==> src/rtl/uart_tx_arbiter.sv <==
// uart_tx_arbiter
//
// Shares one UART transmitter between NREQ byte producers with round-robin
// arbitration. One byte is captured per grant. The block then raises tx_start
// and waits for the transmitter to report busy and go idle again before it
// serves the next requester. If the transmitter never reports busy within
// TIMEOUT_CYC cycles, the byte is dropped and tx_timeout pulses.
//
// Ports:
//   clk        system clock, all state on posedge
//   rst_n      asynchronous active-low reset
//   req        level request per requester, held with data until granted
//   req_data   byte of requester i on bits [8i+7:8i]
//   grant      one-hot one-cycle pulse: that requester's byte was captured
//   tx_data    byte to transmitter, stable from grant until next grant
//   tx_start   start level to transmitter
//   tx_busy    transmitter busy flag (baud-clock domain, resynchronised here)
//   tx_timeout one-cycle pulse when the transmitter never acknowledged start
//   busy       high whenever the arbiter is not idle
module uart_tx_arbiter #(
  parameter int NREQ        = 4,
  parameter int TIMEOUT_CYC = 65536
) (
  input  logic                 clk,
  input  logic                 rst_n,
  input  logic [NREQ-1:0]      req,
  input  logic [8*NREQ-1:0]    req_data,
  output logic [NREQ-1:0]      grant,
  output logic [7:0]           tx_data,
  output logic                 tx_start,
  input  logic                 tx_busy,
  output logic                 tx_timeout,
  output logic                 busy
);

  localparam int DATA_W = 8;
  localparam int PW     = $clog2(NREQ);
  localparam int CW     = (TIMEOUT_CYC > 1) ? $clog2(TIMEOUT_CYC) : 1;

  localparam logic [CW-1:0] CNT_LAST = CW'(TIMEOUT_CYC - 1);
  localparam logic [PW-1:0] PTR_LAST = PW'(NREQ - 1);
  localparam logic [PW:0]   NREQ_W   = (PW+1)'(NREQ);

  typedef enum logic [1:0] {
    IDLE      = 2'd0,
    START     = 2'd1,
    WAIT_DONE = 2'd2
  } state_t;

  state_t           state;
  logic [PW-1:0]    ptr;
  logic [CW-1:0]    cnt;
  logic             busy_p0;
  logic             busy_p1;

  logic             any_req;
  logic [PW-1:0]    win;
  logic [PW-1:0]    next_ptr;
  logic [PW:0]      sum;
  logic [PW-1:0]    idx;

  // Round-robin search starting at ptr. The loop runs from the farthest
  // offset down to offset 0, so the nearest asserted request is written last
  // and wins.
  always_comb begin
    any_req = 1'b0;
    win     = '0;
    sum     = '0;
    idx     = '0;
    for (int i = NREQ - 1; i >= 0; i--) begin
      sum = {1'b0, ptr} + (PW+1)'(i);
      if (sum >= NREQ_W) begin
        sum = sum - NREQ_W;
      end
      idx = sum[PW-1:0];
      if (req[idx]) begin
        any_req = 1'b1;
        win     = idx;
      end
    end
  end

  assign next_ptr = (win == PTR_LAST) ? '0 : win + PW'(1);
  assign busy     = (state != IDLE);

  always_ff @(posedge clk or negedge rst_n) begin
    if (!rst_n) begin
      state      <= IDLE;
      ptr        <= '0;
      cnt        <= '0;
      tx_data    <= '0;
      tx_start   <= 1'b0;
      grant      <= '0;
      tx_timeout <= 1'b0;
      busy_p0    <= 1'b0;
      busy_p1    <= 1'b0;
    end else begin
      // stage p0 -> p1: two-flop resynchroniser for the baud-domain busy flag
      busy_p0    <= tx_busy;
      busy_p1    <= busy_p0;

      grant      <= '0;
      tx_timeout <= 1'b0;

      case (state)
        IDLE: begin
          // A stale busy_p1 here is ignored; the START state waits for busy
          // as the real acknowledgement.
          if (any_req) begin
            tx_data  <= req_data[{win, 3'b000} +: DATA_W];
            grant    <= NREQ'(1) << win;
            ptr      <= next_ptr;
            cnt      <= '0;
            tx_start <= 1'b1;
            state    <= START;
          end
        end
        START: begin
          if (busy_p1) begin
            tx_start <= 1'b0;
            state    <= WAIT_DONE;
          end else if (cnt == CNT_LAST) begin
            // ptr already points past the dropped requester
            tx_timeout <= 1'b1;
            tx_start   <= 1'b0;
            state      <= IDLE;
          end else begin
            cnt <= cnt + CW'(1);
          end
        end
        WAIT_DONE: begin
          if (!busy_p1) begin
            state <= IDLE;
          end
        end
        default: begin
          tx_start <= 1'b0;
          state    <= IDLE;
        end
      endcase
    end
  end

endmodule

==> config.mk <==
export PLATFORM = sky130hd
export DESIGN_NAME = uart_tx_arbiter
export DESIGN_NICKNAME = d
export VERILOG_FILES = /design/src/rtl/uart_tx_arbiter.sv
export SDC_FILE = /design/constraint.sdc
export NUM_CORES = 1
export LEC_CHECK = 0
export ABC_AREA = 1
export CORE_MARGIN = 2
export CORE_UTILIZATION = 51
export CTS_CLUSTER_DIAMETER = 40
export CTS_CLUSTER_SIZE = 40
export DETAILED_ROUTE_END_ITERATION = 8
export GPL_TIMING_DRIVEN = 0
export HOLD_SLACK_MARGIN = 0.08
export PLACE_DENSITY = 0.83
export SYNTH_ARGS = -nofsm -noshare
export SYNTH_HDL_FRONTEND = slang
export SYNTH_SLANG_ARGS = --single-unit
==> constraint.sdc <==
create_clock -name clk -period 2.7 [get_ports clk]
set_input_delay 0.27 -clock clk [delete_from_list [all_inputs] [get_ports clk]]
set_output_delay 0.27 -clock clk [all_outputs]
set_load 0.02 [all_outputs]
Fig. 1: run 1, placed cells, one colour a class
Scale: 4 px per um. Fill, decap, tap and diode cells in grey.
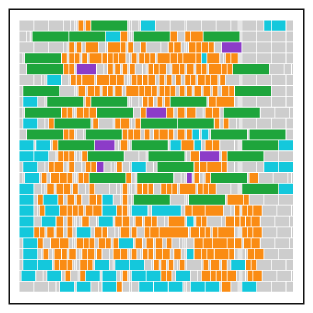
Key: other buffers and delay cells = cyan [cells 64, share of their area 20%]; flip-flops = green [cells 36, share of their area 29%]; all other logic = orange [cells 310, share of their area 48%]; clock drivers and dummy loads = purple [cells 7, share of their area 2.5%]
flop share of the area: 28.80%
final instance area: 3128 um2
post-layout util: 67.11%
# rows: 25

Fig. 2: run 1, layout detail
Window x 24 to 49, y 24 to 49 um. Cells in grey, sequential cells in the stronger grey; small squares are vias.
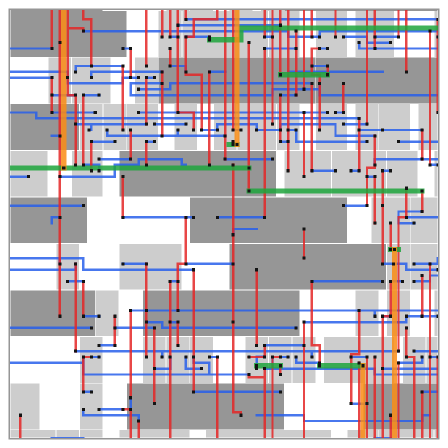
Key: met3 = green; met4 = orange; met1 = blue; met2 = red
Most frequent: nand2_1 (17), dfrtp_1 (9). Sequential cells in the window: 9. Netlist names of flops here include cnt (4), tx_data (4). 52 logic cells have their middle in the window.

==> results.yml, run 1 <==
# generated from flow reports
finish:
  drive_gt1_share_pct: 13.91
  top_regs: "cnt: 16 flops, tx_data: 8 flops, grant: 4 flops"
  largestClassByArea: "combinational gates"
  comb_cells: 249
  layoutNonFillerInstCount: 471
  bufAreaShareNonClock_pct: 19.52
  area_growth_pct: 27.81
  top_register: "cnt"
  layout_top_cell: "nand2_1"
  clock_area_share_pct: 2.480
  regArea_um2: 900.9
  nFillCells: 400
  mostFrequentLayoutCells: "nand2_1 (99), inv_1 (54), nand3_1 (54), clkdlybuf4s50_1 (52), dfrtp_1 (36)"
  num-nonclk-inverters: 61
  buffers: 64
  n_antenna_cell: 0
grt:
  grt_pass1_wl_um: 9908
  grt-ovfl-total: 0
  grtUsageMet3_pct: 6.310
  busiest_layer: "met2"
  grtUsageMet2_pct: 37.34
  grt_max_degree: 37
  grt_usage_pct: 23.81
  use_met1_pct: 32.16
run_status:
  outcome: "finished clean"
floorplan:
  core_util_floorplan_pct: 52.51
  coreArea_um2: 4661
  dieArea_um2: 5368
  dieWidth_um: 73.27
  dieHeight_um: 73.27
  tap_cells: 54
logic_synthesis:
  yosys.stat.seqShare_pct: 36.81
  yosysWarnings: 0
  syn_nets: 397
  top_cells_by_count: "nand2_1 (99), inv_1 (54), nand3_1 (54)"
  synth-area-yosys_um2: 2447
  avgSynthCellArea_um2: 6.875
  synthArstFlopShare_pct: 100.0
  synth_flop_count: 36
  yosysTopAreaCell: "dfrtp_1"
  netlist_area_um2: 2447
  edf_count: 0
  syn_inst: 356
  top_cells_by_area: "dfrtp_1 (37%), nand2_1 (15%), nand3_1 (11%)"
  flop_cell: "dfrtp_1"
  yosysTopAreaCellShare_pct: 36.81
worst_setup_path:
  startpoint_type: "register"
  critPathBufInv: 3
  r2r-end: "ptr[1]"
  cp_data_arrival_time_ns: 2.33
  r2r_cells: 14
  timing.rr.start: "ptr[0]"
  worstSetupStartpoint: "ptr[0]"
  cp.depth: 14
  crit_path_end_kind: "register"
  reg2reg_slack_ns: 0.54
  crit_end: "ptr[1]"
  cpPeakStageDelay_ns: 0.47
  worstPathRequired_ns: 2.87
  crit_path_cell_trace: "inv_4 -> nand2_2 -> nand2_2 -> nand2_4 -> nand2_4 -> nor2_2 -> nor2_1 -> nand2_4 -> nand2_8 -> buf_12 -> inv_2 -> ha_1 -> nand2_1 -> o21ai_0"
worst_hold_path:
  worstHoldStart: "busy_p0"
  hp-class: "reg2reg"
  hold_depth: 0
  holdPathEnd: "busy_p1"
clocking:
  ctsResizeCount: 0
  cts_buffers: 5
  cts_tree: "built"
  path_clk_slew_ns: 0.07
  htree_levels: 2
  cts.path.max_buffers: 2
  clock-root-buffer: "clkbuf_8"
  cts_hold_buffers: 1
  post-cts-setup-buffers: 0
sta:
  holdWs_ns: 0.3511
  fmax_mhz: 463.2
  setup_viol: 0
  finalCritPeriodShare_pct: 79.96
  finalWorstPathRequiredPeriod_ns: 2.159
  final-hold-violation-count: 0
routing:
  first_pass_iters: 4
  drt_iter0_drc: 190
  totalWireLength_um: 5615
  routed_via_density: 5.136
  topRoutingLayerUsed: "met4"
  antenna_left: 0
  wl_met2_um: 2687
  met1_length_um: 2559
  wl_per_cell_um: 11.92
pwr:
  ir_worst_vdd_mv: 0.8848
  power_density_nw_per_um2: 1144
placement:
  dp_hpwl_um: 4279
  finalWeightedCongestion: 0.8965
  io_buffer_count: 53
run:
  drv_cap: 0
  tool_warnings: 26
Fig. 3: run 1, clock nets
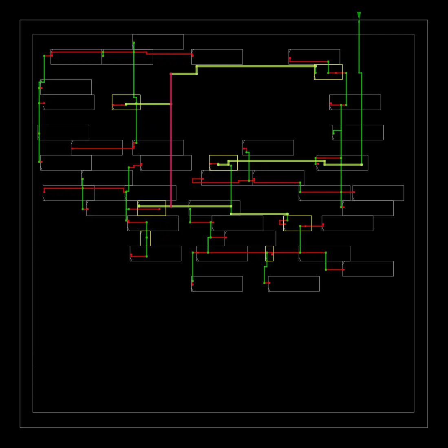
Clock Power: 0.357 mW
FF+latch count: 36
CTS Sinks: 36
clk_skew: 0.008085 ns
CLK BUF: 6

[run 1: power breakdown]
group / internal (mW) / switching (mW) / leakage [nW]
clock: 0.175 / 0.182 / 0.0410
sequential: 0.675 / 0.102 / 0.473
combinational: 0.905 / 1.54 / 1.09
[run 1: metrics by stage]
step                      setup slack [ns]  instance area, um2  utilization, %
after floorplan                     0.7636                2447               -
after global placement              0.4705                3045           65.34
after detailed placement            0.3947                3040           65.23
after CTS                           0.5311                3128           67.11
after global routing                0.3827                3128           67.11
final                               0.5410                3128           67.11
[run 1: logic make-up after synthesis]
family / count (synthesis) / share of synthesized area [%]
buffers and inverters: 71 / 12.52
AND-OR/OR-AND: 17 / 3.783
flip-flops: 36 / 36.81
XOR/XNOR: 11 / 3.937
adder cells (fa/ha/maj): 2 / 1.022
AND/OR/NAND/NOR: 219 / 41.92
Fig. 4: run 1, local utilization
Scale: 4 px per um. The die is cut into 7 by 7 equal tiles; black is low, pale yellow is high, 0 to 100% covered.
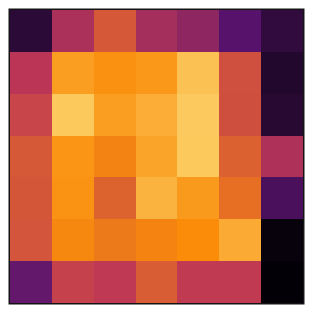

## Run 2: what changed since run 1
--- a/config.mk
+++ b/config.mk
@@ -7,13 +7,13 @@
 export LEC_CHECK = 0
 export ABC_AREA = 1
 export CORE_MARGIN = 2
-export CORE_UTILIZATION = 51
+export CORE_UTILIZATION = 46
 export CTS_CLUSTER_DIAMETER = 40
 export CTS_CLUSTER_SIZE = 40
 export DETAILED_ROUTE_END_ITERATION = 8
 export GPL_TIMING_DRIVEN = 0
 export HOLD_SLACK_MARGIN = 0.08
-export PLACE_DENSITY = 0.83
+export PLACE_DENSITY = 0.79
 export SYNTH_ARGS = -nofsm -noshare
 export SYNTH_HDL_FRONTEND = slang
 export SYNTH_SLANG_ARGS = --single-unit
==> constraint.sdc (replaced) <==
create_clock -name clk -period 1.76 [get_ports clk]
set_input_delay 0.176 -clock clk [delete_from_list [all_inputs] [get_ports clk]]
set_output_delay 0.176 -clock clk [all_outputs]
set_load 0.02 [all_outputs]
Fig. 5: run 2, local utilization
Scale: 4 px per um. The die is cut into 8 by 8 equal tiles; black is low, pale yellow is high, 0 to 100% covered.
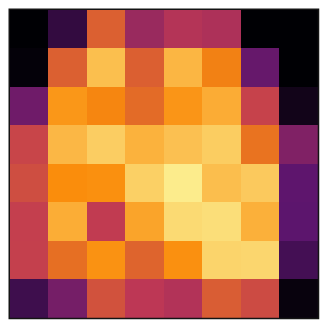
The densest ninth of the die: centre. 7.8% of the tiles are nearly empty. 39% of the tiles are over 75% full. The emptiest ninth of the die: upper right. The mean over all tiles is 57%.

Fig. 6: run 2, layout detail
Window x 26 to 51, y 26 to 51 um. Cells in grey, sequential cells in the stronger grey; small squares are vias.
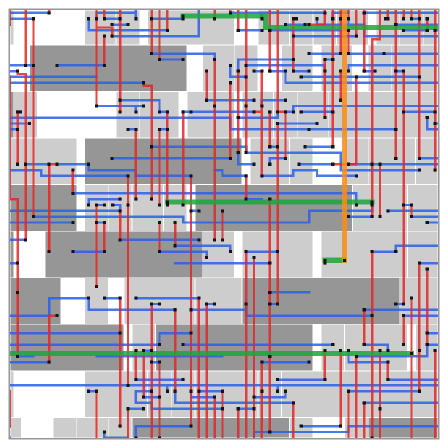
Key: met2 = red; met1 = blue; met4 = orange; met3 = green
Sequential cells in the window: 7. Netlist names of flops here include cnt (4), tx_data (3). 61 logic cells have their middle in the window. Most frequent: nand2_1 (16), dfrtp_1 (7).

Fig. 7: run 2, clock wires, drivers and flops
Scale: 8 px per um.
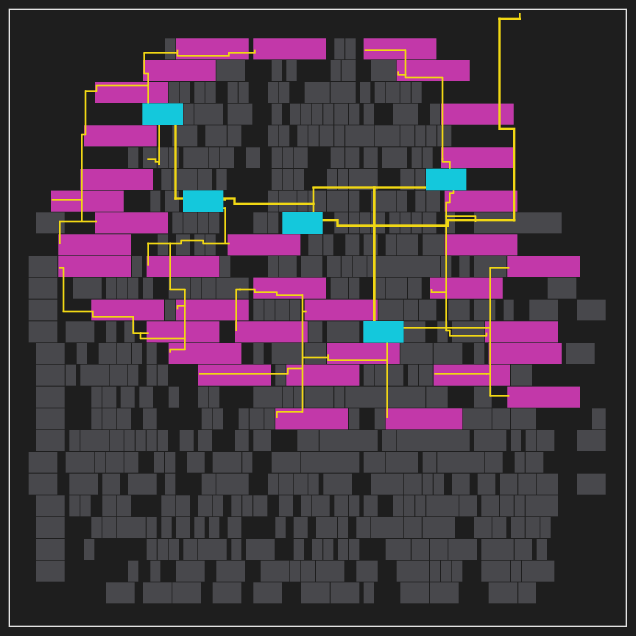
Key: flip-flops = magenta [count 36]; cells driving clock nets = cyan [count 5]; clock wires = yellow [length 448 um]
There are 6 routed clock nets.

==> results.yml, run 2 <==
# generated from flow reports
run_status:
  outcome: "finished with violations"
  violations: "setup timing"
run:
  drv_cap: 0
routing:
  antenna_left: 0
  met1_length_um: 2815
  first_pass_iters: 4
  wl_met2_um: 3211
  wl_per_cell_um: 12.76
clocking:
  post-cts-setup-buffers: 12
  htree_levels: 2
  ctsResizeCount: 21
  cts_tree: "built"
  cts_buffers: 5
  cts_hold_buffers: 1
  clock_sinks: 36
  cts.path.max_buffers: 2
logic_synthesis:
  avgSynthCellArea_um2: 6.875
  top_cells_by_area: "dfrtp_1 (37%), nand2_1 (15%), nand3_1 (11%)"
  top_cells_by_count: "nand2_1 (99), inv_1 (54), nand3_1 (54)"
  fa_ha_area_share_pct: 1.022
  flop_cell: "dfrtp_1"
  syn_inst: 356
  syn_nets: 397
  synth_flop_count: 36
  synth-area-yosys_um2: 2447
  xor_area_share_pct: 3.937
  yosysTopAreaCell: "dfrtp_1"
  yosys.stat.seqShare_pct: 36.81
  muxShareOfSynthArea_pct: 0
floorplan:
  dieWidth_um: 76.94
  rows: 26
  dieHeight_um: 76.94
  core_util_floorplan_pct: 47.92
grt:
  grt_usage_pct: 22.16
  grt-ovfl-total: 0
  busiest_layer: "met2"
  grt_max_degree: 37
placement:
  placed_cell_area_um2: 3082
  dp_hpwl_um: 4377
  pre_cts_ws_ns: -0.3099
  finalWeightedCongestion: 0.9236
sta:
  finalWorstSetupSlack_ns: -0.1284
  fmax_mhz: 529.5
  skew_ns: 0.009899
  setup_viol: 23
  finalCritPeriodShare_pct: 107.3
finish:
  final_area_um2: 3481
  top_regs: "cnt: 16 flops, tx_data: 8 flops, grant: 4 flops"
  comb_cells: 249
  clock_area_share_pct: 3.199
  layout_top_cell: "nand2_1"
  layoutNonFillerInstCount: 504
  flops: 36
  clockBufferCount: 5
  num-nonclk-inverters: 61
  largestClassByArea: "combinational gates"
  buffers: 80
  nFillCells: 424
  area_growth_pct: 42.23
worst_setup_path:
  crit_path_cell_trace: "clkinv_4 -> nand2_2 -> nand3_1 -> nand2_2 -> inv_2 -> nor2_4 -> nor2_4 -> nand2_4 -> nand2_8 -> buf_12 -> inv_8 -> ha_4 -> nand2_1 -> o21ai_1"
  timing.rr.start: "ptr[0]"
  critPathBufInv: 4
  worstPathRequired_ns: 1.95
  r2r-end: "ptr[1]"
  worstSetupStartpoint: "ptr[0]"
  startpoint_type: "register"
  crit_path_end_kind: "register"
  cp_data_arrival_time_ns: 2.08
pwr:
  switching_share_pct: 47.90
  power.internal_mw: 3.555
  powerClk_mw: 0.723
  power_frac_clock_pct: 10.6
  power.group.top: "combinational cells"
worst_hold_path:
  hp-class: "in2reg"
run 2: cell counts after synthesis:
Identical to the previous run, type by type.
run 2: worst min path at each step:
stage / from / endpoint / slack (ns) / cells after the start
6_report: tx_busy / busy_p0 / 0.32 / 1
4_1_cts: tx_busy / busy_p0 / 0.32 / 1
3_5_place_dp: rst_n / grant[2] / 0.29 / 1
3_3_place_gp: busy_p0 / busy_p1 / 0.34 / 0
2_1_floorplan: rst_n / busy_p0 / -0.12 / 0
5_1_grt: tx_busy / busy_p0 / 0.32 / 1
run 2: cells by family (layout without fill, tap and decap cells):
kind of cell	count (synthesis)	count (layout)
XOR/XNOR	11	11
AND/OR/NAND/NOR	219	219
buffers and inverters	71	149
adder cells (fa/ha/maj)	2	2
AND-OR/OR-AND	17	17
flip-flops	36	36
Power figures rest on the tool's default switching activity, not on a simulated workload.
